==> config.mk <==
export PLATFORM = sky130hd
export DESIGN_NAME = hawk_request_timer_flat
export DESIGN_NICKNAME = d
export VERILOG_FILES = /design/src/rtl/hawk_pkg.sv /design/src/rtl/hawk_request_timer_if.sv /design/src/rtl/hawk_debounce.sv /design/src/rtl/hawk_request_timer.sv /design/src/flat_wrapper.sv
export SDC_FILE = /design/constraint.sdc
export NUM_CORES = 1
export LEC_CHECK = 0
export CORE_AREA = 2 2 57 59
export DETAILED_ROUTE_END_ITERATION = 7
export DIE_AREA = 0 0 59 61
export PLACE_DENSITY = 0.74
export SKIP_CTS_REPAIR_TIMING = 1
export SLEW_MARGIN = 10
export SYNTH_ARGS = -nofsm -noshare
export SYNTH_HDL_FRONTEND = slang
export SYNTH_SLANG_ARGS = --single-unit
==> constraint.sdc <==
create_clock -name clk -period 2.82 [get_ports clk]
set_input_delay 0.282 -clock clk [delete_from_list [all_inputs] [get_ports clk]]
set_output_delay 0.282 -clock clk [all_outputs]
set_load 0.01 [all_outputs]
==> src/rtl/hawk_pkg.sv <==
// Shared HAWK pedestrian-crossing definitions: controller state encodings,
// walk-counter terminal value and datapath widths.
package hawk_pkg;

  localparam int unsigned HAWK_COUNT_W = 4;
  localparam int unsigned HAWK_DWELL_W = 8;

  localparam logic [HAWK_COUNT_W-1:0] HAWK_WALK_DONE = 4'hA;

  // Controller state encodings; S0 is idle, S9 is walk.
  typedef enum logic [3:0] {
    S0  = 4'd0,  S1  = 4'd1,  S2  = 4'd2,  S3  = 4'd3,
    S4  = 4'd4,  S5  = 4'd5,  S6  = 4'd6,  S7  = 4'd7,
    S8  = 4'd8,  S9  = 4'd9,  S10 = 4'd10, S11 = 4'd11,
    S12 = 4'd12, S13 = 4'd13
  } hawk_state_e;

endpackage

==> src/rtl/hawk_request_timer_if.sv <==
// Controller <-> request/timer bundle.
//   ped_btn   : raw push-button (board side)
//   clr_count : controller idle (S0) indicator
//   inc_count : controller walk (S9) indicator
//   RL        : controller red-light output
//   YP        : pending pedestrian request
//   NS        : red dwell complete
//   count     : walk counter
//   tick      : prescaled timing pulse
// master = controller/board side, slave = hawk_request_timer.
interface hawk_request_timer_if;
  import hawk_pkg::*;

  logic                    ped_btn;
  logic                    clr_count;
  logic                    inc_count;
  logic                    RL;
  logic                    YP;
  logic                    NS;
  logic [HAWK_COUNT_W-1:0] count;
  logic                    tick;

  modport master (
    output ped_btn, clr_count, inc_count, RL,
    input  YP, NS, count, tick
  );

  modport slave (
    input  ped_btn, clr_count, inc_count, RL,
    output YP, NS, count, tick
  );

endinterface

==> src/rtl/hawk_debounce.sv <==
// Push-button conditioner: 2-flop synchronizer followed by a stable-count
// filter. o_clean follows the synchronized level only after it has differed
// from o_clean for DEBOUNCE_CYCLES consecutive clocks.
//   clk, rst_n : clock, async active-low reset
//   i_btn      : raw asynchronous button
//   o_clean    : debounced level (registered)
module hawk_debounce #(
  parameter int unsigned DEBOUNCE_CYCLES = 8
) (
  input  logic clk,
  input  logic rst_n,
  input  logic i_btn,
  output logic o_clean
);

  localparam int unsigned CNT_W = 8;
  localparam logic [CNT_W-1:0] CNT_LAST = CNT_W'(DEBOUNCE_CYCLES - 1);

  logic [1:0]       r_sync;
  logic             r_clean;
  logic [CNT_W-1:0] r_cnt;

  // Synchronizer, then count consecutive disagreements before accepting.
  always_ff @(posedge clk or negedge rst_n) begin
    if (!rst_n) begin
      r_sync  <= '0;
      r_clean <= 1'b0;
      r_cnt   <= '0;
    end else begin
      r_sync <= {r_sync[0], i_btn};
      if (r_sync[1] != r_clean) begin
        if (r_cnt == CNT_LAST) begin
          r_clean <= r_sync[1];
          r_cnt   <= '0;
        end else begin
          r_cnt <= r_cnt + 1'b1;
        end
      end else begin
        r_cnt <= '0;
      end
    end
  end

  assign o_clean = r_clean;

endmodule

==> src/rtl/hawk_request_timer.sv <==
// HAWK front-end: tick prescaler, pedestrian request latch (YP), red dwell
// qualifier (NS) and walk counter (count).
//   clk, rst_n : clock, async active-low reset
//   bus        : hawk_request_timer_if.slave (ped_btn, clr_count, inc_count,
//                RL in; YP, NS, count, tick out, all registered)
// Build option: define HAWK_REQ_DEBOUNCE_EN to insert the debounce filter;
// otherwise the synchronized button drives the edge detector directly.
module hawk_request_timer
  import hawk_pkg::*;
#(
  parameter int unsigned TICK_DIV        = 100,
  parameter int unsigned DEBOUNCE_CYCLES = 8,
  parameter int unsigned RED_DWELL       = 3
) (
  input logic           clk,
  input logic           rst_n,
  hawk_request_timer_if.slave bus
);

  localparam int unsigned PRESC_W = 16;
  localparam logic [PRESC_W-1:0]      TICK_LAST = PRESC_W'(TICK_DIV - 1);
  localparam logic [HAWK_DWELL_W-1:0] DWELL_TGT = HAWK_DWELL_W'(RED_DWELL);
  localparam logic [HAWK_DWELL_W-1:0] DWELL_MAX = '1;
  localparam logic [HAWK_COUNT_W-1:0] COUNT_MAX = '1;

  if (TICK_DIV < 1 || TICK_DIV > 65535 || DEBOUNCE_CYCLES < 1 ||
      DEBOUNCE_CYCLES > 255 || RED_DWELL < 1 || RED_DWELL > 255) begin : g_param_check
    $error("hawk_request_timer: parameter out of legal range");
  end

  logic                    w_btn_clean;
  logic                    w_yp_set;
  logic                    w_yp_clr;
  logic [PRESC_W-1:0]      r_presc;
  logic                    r_tick;
  logic                    r_clean_d;
  logic                    r_rise;
  logic                    r_clr_d;
  logic                    r_yp;
  logic [HAWK_DWELL_W-1:0] r_dwell;
  logic                    r_ns;
  logic [HAWK_COUNT_W-1:0] r_count;

`ifdef HAWK_REQ_DEBOUNCE_EN
  hawk_debounce #(
    .DEBOUNCE_CYCLES(DEBOUNCE_CYCLES)
  ) u_debounce (
    .clk     (clk),
    .rst_n   (rst_n),
    .i_btn   (bus.ped_btn),
    .o_clean (w_btn_clean)
  );
`else
  logic [1:0] r_sync;

  // Bare synchronizer when filtering is not built in.
  always_ff @(posedge clk or negedge rst_n) begin
    if (!rst_n) r_sync <= '0;
    else        r_sync <= {r_sync[0], bus.ped_btn};
  end

  assign w_btn_clean = r_sync[1];
`endif

  // Prescaler; tick lands the cycle after the counter hits TICK_DIV-1.
  always_ff @(posedge clk or negedge rst_n) begin
    if (!rst_n) begin
      r_presc <= '0;
      r_tick  <= 1'b0;
    end else begin
      r_tick <= (r_presc == TICK_LAST);
      if (r_presc == TICK_LAST) r_presc <= '0;
      else                      r_presc <= r_presc + 1'b1;
    end
  end

  // Set on a registered rising edge of the clean button, clear when the
  // controller leaves S0; a coincident set wins so the press is not lost.
  assign w_yp_set = r_rise;
  assign w_yp_clr = r_clr_d & ~bus.clr_count;

  always_ff @(posedge clk or negedge rst_n) begin
    if (!rst_n) begin
      r_clean_d <= 1'b0;
      r_rise    <= 1'b0;
      r_clr_d   <= 1'b1;
      r_yp      <= 1'b0;
    end else begin
      r_clean_d <= w_btn_clean;
      r_rise    <= w_btn_clean & ~r_clean_d;
      r_clr_d   <= bus.clr_count;
      r_yp      <= w_yp_set | (r_yp & ~w_yp_clr);
    end
  end

  // Red dwell: count ticks while RL is held, saturating; NS lags the count.
  always_ff @(posedge clk or negedge rst_n) begin
    if (!rst_n) begin
      r_dwell <= '0;
      r_ns    <= 1'b0;
    end else if (!bus.RL) begin
      r_dwell <= '0;
      r_ns    <= 1'b0;
    end else begin
      if (r_tick && (r_dwell != DWELL_MAX)) r_dwell <= r_dwell + 1'b1;
      r_ns <= (r_dwell >= DWELL_TGT);
    end
  end

  // Walk counter: clear dominates, ticks advance it while walking, no wrap.
  always_ff @(posedge clk or negedge rst_n) begin
    if (!rst_n) begin
      r_count <= '0;
    end else if (bus.clr_count) begin
      r_count <= '0;
    end else if (bus.inc_count && r_tick && (r_count != COUNT_MAX)) begin
      r_count <= r_count + 1'b1;
    end
  end

  assign bus.YP    = r_yp;
  assign bus.NS    = r_ns;
  assign bus.count = r_count;
  assign bus.tick  = r_tick;

endmodule

==> src/flat_wrapper.sv <==
// flat-port wrapper written by rule: the top's interface ports become plain ports
module hawk_request_timer_flat import hawk_pkg::*;
#(
  parameter int unsigned TICK_DIV        = 100,
  parameter int unsigned DEBOUNCE_CYCLES = 8,
  parameter int unsigned RED_DWELL       = 3
)
  (clk, rst_n, bus_ped_btn, bus_clr_count, bus_inc_count, bus_RL, bus_YP, bus_NS, bus_count, bus_tick);
  hawk_request_timer_if bus_i ();
  input logic clk;
  input logic rst_n;
  input wire logic [$bits(bus_i.ped_btn)-1:0] bus_ped_btn;
  input wire logic [$bits(bus_i.clr_count)-1:0] bus_clr_count;
  input wire logic [$bits(bus_i.inc_count)-1:0] bus_inc_count;
  input wire logic [$bits(bus_i.RL)-1:0] bus_RL;
  output wire logic [$bits(bus_i.YP)-1:0] bus_YP;
  output wire logic [$bits(bus_i.NS)-1:0] bus_NS;
  output wire logic [$bits(bus_i.count)-1:0] bus_count;
  output wire logic [$bits(bus_i.tick)-1:0] bus_tick;
  assign bus_i.ped_btn = bus_ped_btn;
  assign bus_i.clr_count = bus_clr_count;
  assign bus_i.inc_count = bus_inc_count;
  assign bus_i.RL = bus_RL;
  assign bus_YP = bus_i.YP;
  assign bus_NS = bus_i.NS;
  assign bus_count = bus_i.count;
  assign bus_tick = bus_i.tick;
  hawk_request_timer #(.TICK_DIV(TICK_DIV), .DEBOUNCE_CYCLES(DEBOUNCE_CYCLES), .RED_DWELL(RED_DWELL)) u_core (.clk(clk), .rst_n(rst_n), .bus(bus_i));
endmodule
Fig. 1: run 1, metal 1
Scale bar: 20 um.
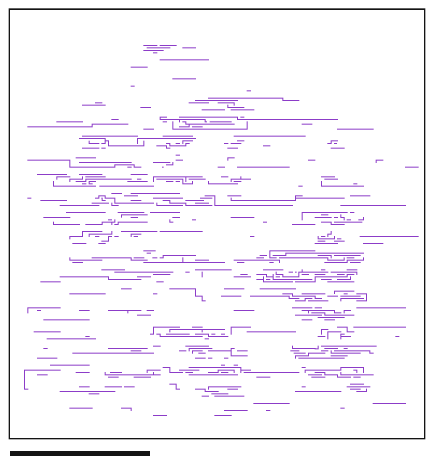
longest straight run = 14.3 um
wire length on this layer = 1200 um
share of all routed wire = 44%
main direction = horizontal

Fig. 2: run 1, metal 2
Scale bar: 20 um. Cells faint in the background.
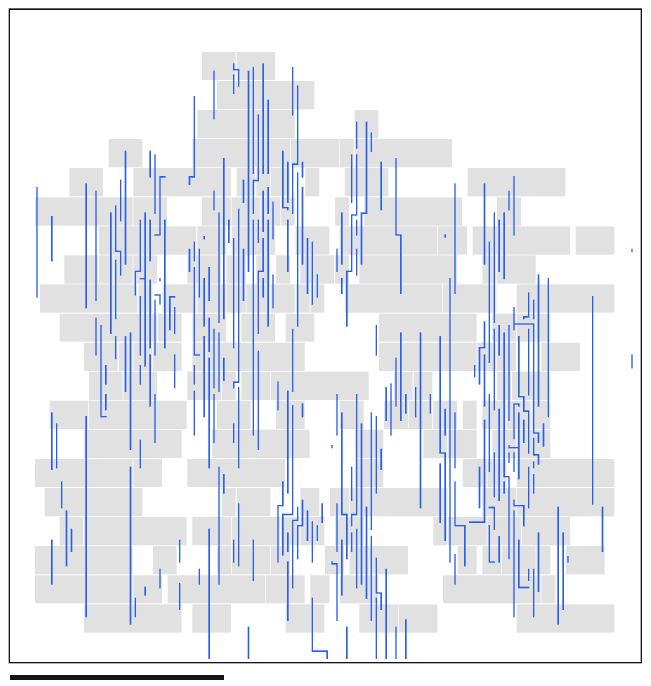
longest straight run = 26.5 um
nets with wire on the layer = 150

Fig. 3: run 1, met3 routing
Scale bar: 20 um. Cells faint in the background.
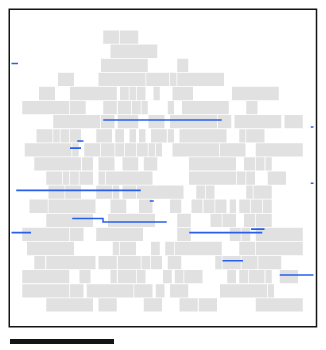
wire length on this layer = 98.7 um
longest straight run = 23.7 um
share of all routed wire = 3.6%

Fig. 4: run 1, placement density heat map
6 x 6 tiles, from white (low) to dark blue (high), 0 to 100% covered.
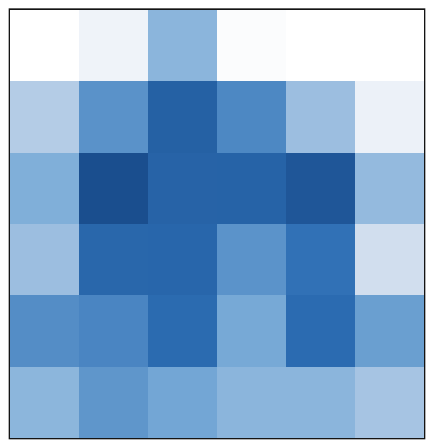
fullest tile = 88%
densest ninth of the die = center
tiles over 75% full = 25%
emptiest ninth of the die = north-east

==> out/metrics.csv, run 1 <==
stage,metric,value,unit
worst_setup_path,crit-path cells,"or4_1, or4_4, nor2_4, nor2_1",
worst_setup_path,CP Launch Type,flop,
worst_setup_path,Buf/Inv on CP,0,
synth,Syn Std Cell Area,1565,um2
cts,CTS Root Cell,clkbuf_4,
floorplanning,Core ar.,2953,um2
synth,Syn Area/Cell,11.26,um2
floorplanning,# rows,20,
drt,Final Routed Wirelength,2709,um
grt,vias in the first global route,1080,
worst_setup_path,slowest cell on the critical path,or4_4,
worst_setup_path,CP Max Fanout,5,
worst_setup_path,"delay-heaviest family, CP",simple AND/OR/NAND/NOR gates,
grt,GR Overflow Total,0,
final_layout,Area Overhead vs Synth,15.51,%
worst_setup_path,nature of the critical path endpoint,flop,
job,max-capacitance violation count,0,
final_layout,most frequent cells in the layout,"dfrtp_1, clkdlybuf4s50_1, nand2_1, nand3_1, nor2_1",
synth,post-synthesis sequential element count,36,
placement,Placement Cell Area,1742,um2
timing,post-route setup slack,997.7,ps
placement,dpl ws,1007,ps
final_layout,finished layout cell area,1808,um2
power,Pwr Total,841.0,uW
timing,Worst Tran Pin Value,800.2,ps
power,Leak,0.8041,nW
cts,H-tree levels,2,
status,status,"complete, no violations",
cts,TritonCTS clock tree,done,
final_layout,dominant logic cell type in the layout,dfrtp_1,
timing,endpoints failing setup,0,
timing,fin crit share,64.62,%
drt,DR DRC count,0,
floorplanning,Die X,59,um
placement,DP HPWL,1956,um
drt,wire per inst,13.96,um
timing,Fin. Hold Viols,0,
synth,yosys cell count,139,
-- run 1: report_power, final --
part / switching (mW) / leakage (nW) / total [mW] / internal, mW
registers: 0.00181 / 0.474 / 0.524 / 0.522
clock network: 0.167 / 0.0305 / 0.288 / 0.121
logic: 0.0164 / 0.299 / 0.0291 / 0.0128
-- run 1: path summary, 6_finish.rpt --
check | startpoint | end | slack, ps | depth (start not counted)
min reg2reg | u_core.r_sync[0]$_DFF_PN0_ | u_core.r_sync[1]$_DFF_PN0_ | 370 | 0
max | u_core.r_presc[8]$_DFF_PN0_ | u_core.r_presc[5]$_DFF_PN0_ | 1000 | 4
max reg2reg | u_core.r_presc[8]$_DFF_PN0_ | u_core.r_presc[5]$_DFF_PN0_ | 1000 | 4
min | u_core.r_sync[0]$_DFF_PN0_ | u_core.r_sync[1]$_DFF_PN0_ | 370 | 0
min in group asynchronous | rst_n | u_core.r_dwell[7]$_DFFE_PN0P_ | 400 | 1
max in group asynchronous | rst_n | u_core.bus.NS$_DFF_PN0_ | 1770 | 2
-- run 1: sequential cells by signal, indices dropped and copies added, names as in the netlist, 2 cells and up --
signal            cells
u_core.bus.count      4
u_core.r_dwell        8
u_core.r_presc       16
u_core.r_sync         2
-- run 1: final cells by class --
cell class,instances,area (um2)
clock buffer,6,51.30
clock inverter,2,15.01
fill,246,1145
inverter,5,18.77
multi-input combinational,98,644.4
sequential,36,902.1
tap,33,41.29
timing repair buffer,14,135.1
-- run 1: routing by layer --
layer | vias up | GRT usage (%) | part of all wire (%)
li1 | 542 | - | -
met1 | 548 | 21.14 | 44
met5 | - | 0 | 0
met4 | 0 | 7.143 | 1.6
met2 | 20 | 29.21 | 50
met3 | 5 | 5.757 | 3.6
-- run 1: stage by stage --
step,hold slack [ps],std cells
floorplan,-13.59,139
global placement,346.1,186
detailed placement,337.0,186
CTS,369.4,194
global route,361.8,194
finish,369.8,194
-- run 1: cell families after synthesis --
family,Yosys count,synth area share [%]
AOI/OAI and AO/OA,17,6.715
xor gates and xnor gates,15,8.394
adders and majority gates,3,2.398
buffers and inverters,5,1.199
DFF,36,57.63
muxes,3,1.919
and+or+nand+nor,60,21.74
-- run 1: synthesized netlist by cell type --
cell / n / share of area, %
xor2_1: 7 / 3.9
a21oi_1: 4 / 1.3
nor2_4: 1 / 0.72
dfstp_2: 1 / 1.7
and4_1: 4 / 2.2
or3b_2: 1 / 0.56
a31oi_1: 5 / 2.0
a311oi_1: 1 / 0.56
a41o_1: 1 / 0.64
dfrtp_1: 35 / 56
nor4bb_1: 1 / 0.64
o21ai_0: 4 / 1.3
nor3b_1: 1 / 0.48
nor4_1: 1 / 0.40
nand2b_1: 2 / 0.80
and2_1: 1 / 0.40
nand3_1: 10 / 3.2
or3_1: 3 / 1.2
inv_1: 5 / 1.2
nand2_1: 10 / 2.4
nor2b_1: 2 / 0.80
and3_1: 2 / 0.80
a21boi_0: 1 / 0.48
nand4_1: 3 / 1.2
nor2_1: 9 / 2.2
a21o_1: 1 / 0.48
or4_1: 3 / 1.4
mux2i_1: 3 / 1.9
nor3_1: 5 / 1.6
xnor2_1: 8 / 4.5
ha_1: 3 / 2.4
or4_4: 1 / 0.72
Fig. 5: run 1, routing congestion
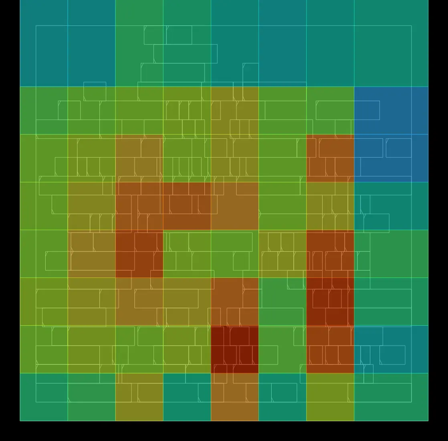

==> run 1 -> run 2 <==
CORE_AREA = 2 2 59 61   (was 2 2 57 59)
DIE_AREA = 0 0 61 63   (was 0 0 59 61)
PLACE_DENSITY = 0.72   (was 0.74)
clock period = 1.5 ns   (was 2.82 ns; I/O delays follow)
Fig. 6: run 2, routing congestion
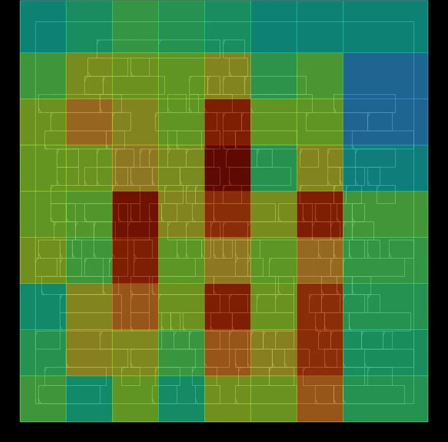
met3 usage: 5.176%
met1 Usage GRT: 21.76%
wire per inst: 13.57 um

Fig. 7: run 2, metal 2
Scale bar: 20 um. Cells faint in the background.
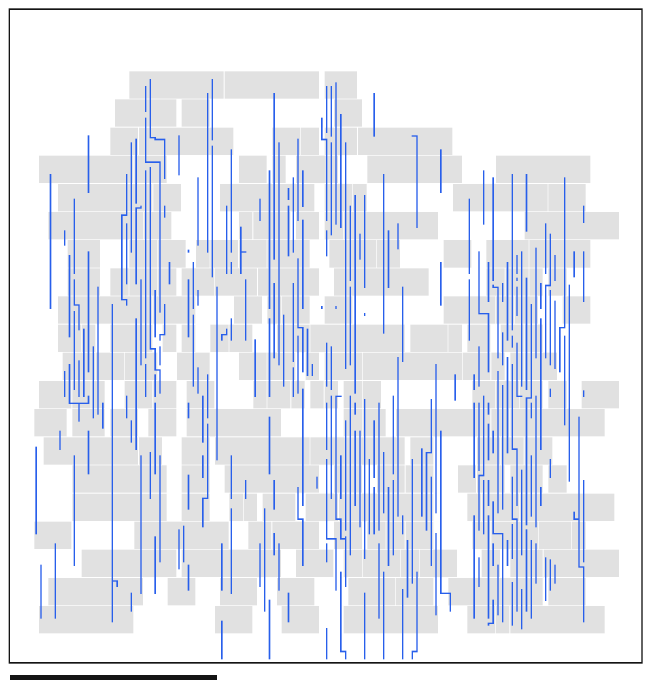
longest straight run = 30.6 um
wire length on this layer = 1760 um

==> out/metrics.csv, run 2 <==
stage,metric,value,unit
drt,DR DRC count,0,
status,failing checks,negative setup slack,
grt,GR peak layer,met2,
final_layout,fin cells,235,
worst_setup_path,crit-path cells,"or4_1, or4_4, nor2_4, nor2_1",
timing,Fin. Hold Viols,0,
power,P_int,1.230,mW
placement,DP HPWL,2238,um
worst_setup_path,nature of the critical path endpoint,flop,
synth,"area leader, netlist",dfrtp_1,
synth,main area contributors,"dfrtp_1, xnor2_1, xor2_1",
synth,Max-area cell share,55.96,%
cts,CTS Root Cell,clkbuf_4,
worst_setup_path,Buf/Inv on CP,0,
worst_setup_path,CP Launch Type,flop,
power,Switching Fraction,21.69,%
grt,met2 usage,29.70,%
drt,Final Routed Wirelength,3188,um
timing,endpoints failing setup,6,
floorplanning,Die X,61,um
timing,post-route setup slack,-275.1,ps
grt,GR Overflow Total,0,
status,status,finished with violations,
power,Leak,1.006,nW
cts,H-tree levels,2,
power,Net Sw Power,340.6,uW
power,Pwr Total,1.570,mW
placement,Placement Cell Area,1928,um2
power,Clk network pwr share,33.7,%
job,max-capacitance violation count,0,
worst_setup_path,slowest cell on the critical path,or4_4,
power,combinational power share,3.6,%
synth,Syn Area/Cell,11.26,um2
final_layout,finished layout cell area,2093,um2
final_layout,"Most flops, register",u_core.r_presc,
final_layout,dominant logic cell type in the layout,dfrtp_1,
final_layout,most frequent cells in the layout,"dfrtp_1, buf_4, clkdlybuf4s50_1",
synth,Syn Std Cell Area,1565,um2
synth,post-synthesis sequential element count,36,
-- run 2: cell count changes in the layout (fill, tap and decap cells not counted), sizes merged --
cell,previous run,this run
buf,2,30
clkinvlp,2,0
clkdlybuf4s50,12,11
clkinv,0,2
dlymetal6s2s,0,1
-- run 2: cells by family (layout without fill, tap and decap cells) --
| group | count (synthesis) | in the layout | share of synthesized area [%] |
|---|---|---|---|
| mux | 3 | 3 | 1.919 |
| simple gates | 60 | 60 | 21.74 |
| buf+inv | 5 | 55 | 1.199 |
| flops | 36 | 36 | 57.63 |
| xor+xnor | 15 | 15 | 8.394 |
| compound gates | 17 | 17 | 6.715 |
| fa+ha+maj | 3 | 3 | 2.398 |
-- run 2: per-layer routing --
layer  part of all wire, %  vias to the layer above
li1                      -                      600
met1                    41                      606
met2                    55                       16
met3                   2.7                        5
met4                   1.3                        0
met5                     0                        -
-- run 2: worst paths after layout --
| path | from | end | slack, ps | cells after the start |
|---|---|---|---|---|
| worst max-delay path | u_core.r_presc[3]$_DFF_PN0_ | u_core.r_presc[5]$_DFF_PN0_ | -280 | 4 |
| worst min-delay path | rst_n | u_core.r_dwell[0]$_DFFE_PN0P_ | 170 | 2 |
| worst max register to register | u_core.r_presc[3]$_DFF_PN0_ | u_core.r_presc[5]$_DFF_PN0_ | -280 | 4 |
| worst min register to register | u_core.r_sync[0]$_DFF_PN0_ | u_core.r_sync[1]$_DFF_PN0_ | 360 | 0 |
| max in group asynchronous | rst_n | u_core.r_clr_d$_DFF_PN1_ | 1060 | 2 |
| min in group clk | bus_ped_btn | u_core.r_sync[0]$_DFF_PN0_ | 260 | 1 |
-- run 2: worst register-to-register path, cell delays in order (launching register included) --
cell and delay, ps:
dfrtp_1 400, or4_1 500, or4_4 540, nor2_4 170
nor2_1 70
-- run 2: power groups by stage --
| stage | Clock, mW | Sequential [mW] | Combinational (mW) |
|---|---|---|---|
| 2_1_floorplan | 0 | 1.00 | 0.00674 |
| 3_3_place_gp | 0 | 1.00 | 0.0572 |
| 3_5_place_dp | 0 | 1.00 | 0.0593 |
| 4_1_cts | 0.550 | 0.985 | 0.0593 |
| 5_1_grt | 0.590 | 0.986 | 0.0638 |
| 6_report | 0.529 | 0.984 | 0.0572 |
-- run 2: final cells by class --
class,instances,area (um2)
Multi-Input combinational cell,98,684.4
Tap cell,46,57.56
Timing Repair Buffer,42,367.9
Sequential cell,36,903.4
Clock inverter,2,10.01
Clock buffer,6,51.30
Fill cell,252,1139
Inverter,5,18.77
Power figures rest on the tool's default switching activity, not on a simulated workload.
